File: src/rtl/lcd_pkg.sv
// Segment patterns shared by the BCD-to-7seg encoder and the LCD readback decoder.
// Bit map: 0 top, 1 upper-right, 2 lower-right, 3 bottom, 4 lower-left, 5 upper-left, 6 middle.
package lcd_pkg;

    localparam logic [6:0] SEG_0     = 7'b0111111;
    localparam logic [6:0] SEG_1     = 7'b0000110;
    localparam logic [6:0] SEG_2     = 7'b1011011;
    localparam logic [6:0] SEG_3     = 7'b1001111;
    localparam logic [6:0] SEG_4     = 7'b1100110;
    localparam logic [6:0] SEG_5     = 7'b1101101;
    localparam logic [6:0] SEG_6     = 7'b1111101;
    localparam logic [6:0] SEG_7     = 7'b0000111;
    localparam logic [6:0] SEG_8     = 7'b1111111;
    localparam logic [6:0] SEG_9     = 7'b1101111;
    localparam logic [6:0] SEG_ERR   = 7'b0111001;
    localparam logic [6:0] SEG_BLANK = 7'b0000000;

    // Encoder-side lookup; out-of-range digits show the error glyph.
    function automatic logic [6:0] bcd_to_seg(input logic [3:0] digit);
        case (digit)
            4'd0:    return SEG_0;
            4'd1:    return SEG_1;
            4'd2:    return SEG_2;
            4'd3:    return SEG_3;
            4'd4:    return SEG_4;
            4'd5:    return SEG_5;
            4'd6:    return SEG_6;
            4'd7:    return SEG_7;
            4'd8:    return SEG_8;
            4'd9:    return SEG_9;
            default: return SEG_ERR;
        endcase
    endfunction

endpackage

File: src/rtl/lcd_seg_decoder_if.sv
// LCD pin side and decoded-result side of the readback receiver.
interface lcd_seg_decoder_if;
    logic       lcd_bp;
    logic [6:0] lcd_seg;
    logic [3:0] bcd_out;
    logic       valid;
    logic       err;
    logic       update;
    logic       bp_lost;

    modport master (
        output lcd_bp, lcd_seg,
        input  bcd_out, valid, err, update, bp_lost
    );

    modport slave (
        input  lcd_bp, lcd_seg,
        output bcd_out, valid, err, update, bp_lost
    );
endinterface

File: src/rtl/seg7_to_bcd.sv
// Combinational 7-segment pattern to BCD digit; legal is low for any non-digit pattern.
module seg7_to_bcd
    import lcd_pkg::*;
(
    input  logic [6:0] pattern,
    output logic [3:0] digit,
    output logic       legal
);

    always_comb begin
        digit = 4'd0;
        legal = 1'b1;
        case (pattern)
            SEG_0:   digit = 4'd0;
            SEG_1:   digit = 4'd1;
            SEG_2:   digit = 4'd2;
            SEG_3:   digit = 4'd3;
            SEG_4:   digit = 4'd4;
            SEG_5:   digit = 4'd5;
            SEG_6:   digit = 4'd6;
            SEG_7:   digit = 4'd7;
            SEG_8:   digit = 4'd8;
            SEG_9:   digit = 4'd9;
            default: legal = 1'b0;
        endcase
    end

endmodule

File: src/rtl/lcd_seg_decoder.sv
// AC-LCD digit readback: synchronise pins, demodulate against the backplane,
// debounce over STABLE_FRAMES half-periods and decode to BCD.
module lcd_seg_decoder
    import lcd_pkg::*;
#(
    parameter int STABLE_FRAMES = 4,
    parameter int BP_TIMEOUT    = 64
) (
    input  logic               osc_sclk,
    input  logic               rst,
    lcd_seg_decoder_if.slave   bus
);

    localparam logic [3:0] SF_C = 4'(STABLE_FRAMES);
    localparam logic [6:0] TO_C = 7'(BP_TIMEOUT);

    logic       bp_meta_reg, bp_sync_reg, bp_prev_reg;
    logic [6:0] seg_meta_reg, seg_sync_reg, seg_prev_reg;
    logic [6:0] pat_reg, pat_next;
    logic [3:0] count_reg, count_next;
    logic       accept_reg, accept_next;
    logic [6:0] to_cnt_reg, to_cnt_next;
    logic [3:0] bcd_reg, bcd_next;
    logic       valid_reg, valid_next;
    logic       err_reg, err_next;
    logic       update_reg, update_next;
    logic       bp_lost_reg, bp_lost_next;

    logic       bp_edge;
    logic       timeout_hit;
    logic       same;
    logic [6:0] pattern;
    logic [3:0] digit;
    logic       legal;

    // Lit segments are driven opposite to the backplane; sample the phase just completed.
    for (genvar gi = 0; gi < 7; gi++) begin : g_demod
        assign pattern[gi] = seg_prev_reg[gi] ^ bp_prev_reg;
    end

    assign bp_edge     = bp_sync_reg ^ bp_prev_reg;
    assign same        = (pattern == pat_reg);
    assign timeout_hit = !bp_edge && (to_cnt_next == TO_C);

    seg7_to_bcd u_dec (
        .pattern (pat_reg),
        .digit   (digit),
        .legal   (legal)
    );

    always_comb begin
        pat_next     = pat_reg;
        count_next   = count_reg;
        accept_next  = 1'b0;
        to_cnt_next  = to_cnt_reg;
        bcd_next     = bcd_reg;
        valid_next   = valid_reg;
        err_next     = err_reg;
        bp_lost_next = bp_lost_reg;

        if (bp_edge)
            to_cnt_next = 7'd0;
        else if (to_cnt_reg != TO_C)
            to_cnt_next = to_cnt_reg + 7'd1;

        if (bp_edge) begin
            if (same) begin
                count_next = (count_reg >= SF_C) ? SF_C : count_reg + 4'd1;
            end else begin
                count_next = 4'd1;
                pat_next   = pattern;
            end
            // Accept only on the transition into saturation, not while it holds.
            accept_next  = (count_next == SF_C) && !(same && count_reg == SF_C);
            bp_lost_next = 1'b0;
        end else if (timeout_hit) begin
            count_next   = 4'd0;
            bp_lost_next = 1'b1;
        end

        // pat_reg now holds the pattern that was just accepted.
        if (accept_reg) begin
            if (legal) begin
                bcd_next   = digit;
                valid_next = 1'b1;
                err_next   = 1'b0;
            end else begin
                valid_next = 1'b0;
                err_next   = 1'b1;
            end
        end
        if (timeout_hit)
            valid_next = 1'b0;

        update_next = ({bcd_next, valid_next, err_next} != {bcd_reg, valid_reg, err_reg});
    end

    always_ff @(posedge osc_sclk or posedge rst) begin
        if (rst) begin
            bp_meta_reg  <= 1'b0;
            bp_sync_reg  <= 1'b0;
            bp_prev_reg  <= 1'b0;
            seg_meta_reg <= 7'd0;
            seg_sync_reg <= 7'd0;
            seg_prev_reg <= 7'd0;
            pat_reg      <= 7'd0;
            count_reg    <= 4'd0;
            accept_reg   <= 1'b0;
            to_cnt_reg   <= 7'd0;
            bcd_reg      <= 4'd0;
            valid_reg    <= 1'b0;
            err_reg      <= 1'b0;
            update_reg   <= 1'b0;
            bp_lost_reg  <= 1'b1;
        end else begin
            bp_meta_reg  <= bus.lcd_bp;
            bp_sync_reg  <= bp_meta_reg;
            bp_prev_reg  <= bp_sync_reg;
            seg_meta_reg <= bus.lcd_seg;
            seg_sync_reg <= seg_meta_reg;
            seg_prev_reg <= seg_sync_reg;
            pat_reg      <= pat_next;
            count_reg    <= count_next;
            accept_reg   <= accept_next;
            to_cnt_reg   <= to_cnt_next;
            bcd_reg      <= bcd_next;
            valid_reg    <= valid_next;
            err_reg      <= err_next;
            update_reg   <= update_next;
            bp_lost_reg  <= bp_lost_next;
        end
    end

    assign bus.bcd_out = bcd_reg;
    assign bus.valid   = valid_reg;
    assign bus.err     = err_reg;
    assign bus.update  = update_reg;
    assign bus.bp_lost = bp_lost_reg;

endmodule
File: src/flat_wrapper.sv
// flat-port wrapper written by rule: the top's interface ports become plain ports
module lcd_seg_decoder_flat import lcd_pkg::*;
#(
    parameter int STABLE_FRAMES = 4,
    parameter int BP_TIMEOUT    = 64
)
  (osc_sclk, rst, bus_lcd_bp, bus_lcd_seg, bus_bcd_out, bus_valid, bus_err, bus_update, bus_bp_lost);
  lcd_seg_decoder_if bus_i ();
  input  logic osc_sclk;
  input  logic rst;
  input wire logic [$bits(bus_i.lcd_bp)-1:0] bus_lcd_bp;
  input wire logic [$bits(bus_i.lcd_seg)-1:0] bus_lcd_seg;
  output wire logic [$bits(bus_i.bcd_out)-1:0] bus_bcd_out;
  output wire logic [$bits(bus_i.valid)-1:0] bus_valid;
  output wire logic [$bits(bus_i.err)-1:0] bus_err;
  output wire logic [$bits(bus_i.update)-1:0] bus_update;
  output wire logic [$bits(bus_i.bp_lost)-1:0] bus_bp_lost;
  assign bus_i.lcd_bp = bus_lcd_bp;
  assign bus_i.lcd_seg = bus_lcd_seg;
  assign bus_bcd_out = bus_i.bcd_out;
  assign bus_valid = bus_i.valid;
  assign bus_err = bus_i.err;
  assign bus_update = bus_i.update;
  assign bus_bp_lost = bus_i.bp_lost;
  lcd_seg_decoder #(.STABLE_FRAMES(STABLE_FRAMES), .BP_TIMEOUT(BP_TIMEOUT)) u_core (.osc_sclk(osc_sclk), .rst(rst), .bus(bus_i));
endmodule
File: config.mk
export PLATFORM = sky130hd
export DESIGN_NAME = lcd_seg_decoder_flat
export DESIGN_NICKNAME = d
export VERILOG_FILES = /design/src/rtl/lcd_pkg.sv /design/src/rtl/lcd_seg_decoder_if.sv /design/src/rtl/seg7_to_bcd.sv /design/src/rtl/lcd_seg_decoder.sv /design/src/flat_wrapper.sv
export SDC_FILE = /design/constraint.sdc
export NUM_CORES = 1
export LEC_CHECK = 0
export CORE_MARGIN = 1.5
export CORE_UTILIZATION = 57
export CTS_CLUSTER_SIZE = 20
export DETAILED_ROUTE_END_ITERATION = 8
export GPL_TIMING_DRIVEN = 1
export PLACE_DENSITY = 0.88
export SLEW_MARGIN = 20
export SYNTH_ARGS = -nofsm -noshare
export SYNTH_HDL_FRONTEND = slang
export SYNTH_SLANG_ARGS = --single-unit
File: constraint.sdc
create_clock -name osc_sclk -period 2.6 [get_ports osc_sclk]
set_input_delay 0.65 -clock osc_sclk [delete_from_list [all_inputs] [get_ports osc_sclk]]
set_output_delay 0.65 -clock osc_sclk [all_outputs]
set_load 0.01 [all_outputs]
Figure 1. The metal 2 layer.
Drawn at 6 px/µm. Cells faint in the background.
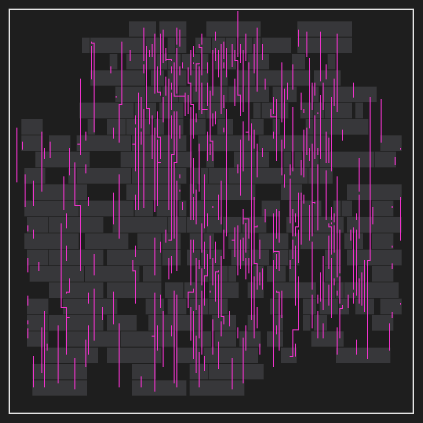
share of all routed wire: 48%
nets with wire on the layer: 206
wire length on this layer: 1790 µm

Figure 2. Placement by cell class.
Drawn at 6 px/µm. Fill, decap, tap and diode cells in gray.
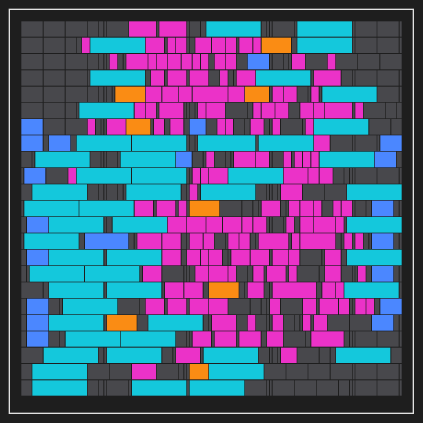
legend:
  clock drivers and dummy loads:
    color: orange
    cells: 8
  remaining buffers and delay cells:
    color: blue
    cells: 20
  registers:
    color: cyan
    cells: 51
  remaining logic cells:
    color: magenta
    cells: 152

Figure 3. Pin placement.
Drawn at 4 px/µm. Pins as bars across the die edge, other pins in gray.
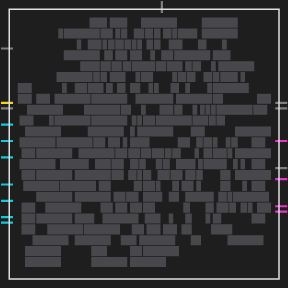
legend:
  bus_lcd_bp:
    color: yellow
    pins: 1
    direction: input
    edge: left
  bus_bcd_out:
    color: magenta
    pins: 4
    direction: output
    edge: right
  bus_lcd_seg:
    color: cyan
    pins: 7
    direction: input
    edge: left

Figure 4. Clock network drawn from the DEF.
Drawn at 8 px/µm.
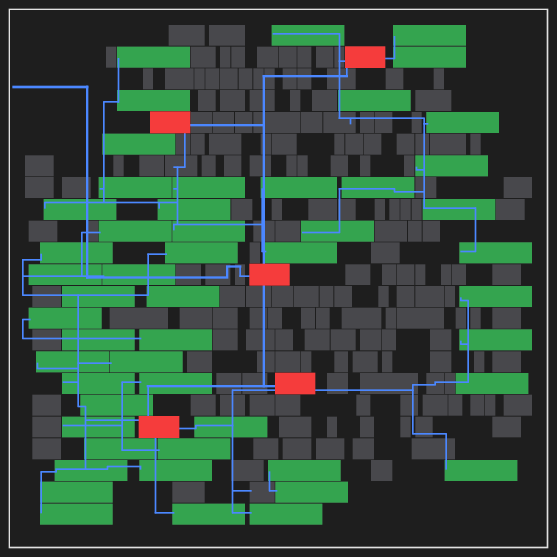
legend:
  flip-flops:
    color: green
    count: 51
  clock-net drivers:
    color: red
    count: 5
  clock wires:
    color: blue
    length: 564 µm
flops lie: spread over the die

Figure 5. Clock wiring as the flow saved it.
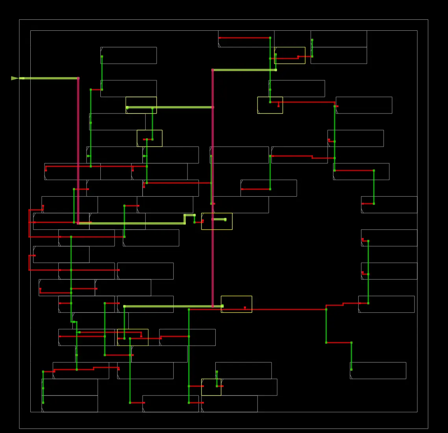
TritonCTS buffer count: 5
sequential cell count of the final layout: 51
clock buffers: 5
clock tree sinks: 51

==> flow_summary.rst <==
Implementation results
======================

.. list-table::
   :header-rows: 1

   * - Metric
     - Value
   * - Number of fillers in the final layout
     - about 300
   * - Average size of a mapped cell
     - 11.15 µm²
   * - Share of power burned in the clock network
     - 0.302
   * - Initial core utilization
     - 0.5895
   * - Proportion of register bits with asynchronous set or reset after synthesis
     - 1.000
   * - Non-clock buffer instance count of the final layout
     - 20
   * - Leading power group
     - registers
   * - Slowest stage delay, CP
     - roughly 510 ps
   * - Buffer type at the clock tree root
     - clkbuf_8
   * - Synth Area in Simple Gates
     - 0.1732
   * - Setup Slack @ Placement
     - 348.7 ps
   * - Clock insertion delay at the later pin of the skew report
     - ~320 ps
   * - P&R area growth vs syn
     - 14.11%
   * - Sequential cell area share
     - 0.4782
   * - Std-Cell Rows
     - 23
   * - Number of hold violations in the final report
     - 0
   * - Number of placed instances, taps included
     - about 270
   * - H-tree level count
     - 2
   * - Total routed wirelength
     - approximately 3.7 mm
   * - WL met1
     - about 1.7 mm
   * - Registers, synthesis
     - 51
   * - XOR/XNOR share of the synthesized area
     - 0.07857
   * - Total internal power
     - ~0.0012 W
   * - Critical Path RT
     - between 2000 and 3000 ps
   * - Outcome
     - completed
   * - Ranking of synthesized cells by instance count
     - dfrtp_1, nor2_1, xor2_1
   * - Vias in the first global route
     - 1438
   * - Syn Std Cell Area
     - 2341 µm²
   * - Combinational-cell power consumption
     - between 0.0002 and 0.00025 W
   * - Depth of the most critical reg-to-reg path
     - 6
   * - Max clock buf depth
     - 2
   * - Comb pwr share
     - 0.139
   * - Wire length on met3
     - approximately 140 µm
   * - CP Capture Point
     - u_core.count_reg[0]
   * - Proportion of cell area spent on the clock network
     - 0.03747
   * - Static power due to leakage
     - roughly 1.1 nW
   * - Switching share of power
     - 0.2958
   * - Most frequently used cell type in the post-synthesis netlist
     - dfrtp_1
   * - Global Route met2 Usage
     - 0.3094
   * - GRT Max-Usage Layer
     - met2
   * - Number of violations reported at the end of detailed-routing iteration 0
     - between 80 and 90
   * - Startpoint Class
     - flop
   * - Floorplan core area
     - 3971 µm²
   * - Final global-route overflow total
     - 0
   * - Layout inverter count without the clock tree
     - 11
   * - Setup TNS
     - 0 ps
   * - Family with the most delay on the worst path
     - AND-OR/OR-AND gates
   * - Measured slew at the worst slew-check pin
     - approximately 770 ps
   * - Largest voltage drop on the vdd net
     - 0.4254 mV
   * - WL met2
     - ~1.8 mm
   * - Buffer-and-inverter tally for the worst setup path
     - 1
   * - Max-capacitance violation count
     - 0
   * - Antenna-violating nets left
     - 0
   * - Finished layout cell area
     - 2671 µm²
   * - Main area contributors
     - dfrtp_1, xor2_1, nor2_1
   * - Number of warning messages in the logs
     - 28
   * - Worst-case hold path end point
     - u_core.bp_sync_reg
   * - Gate count of the mapped netlist
     - 210
   * - Hold WC Path Type
     - flop to flop
   * - MI comb area
     - just under 1000 µm²
   * - Final hold slack
     - 350.6 ps
Power figures rest on the tool's default switching activity, not on a simulated workload.
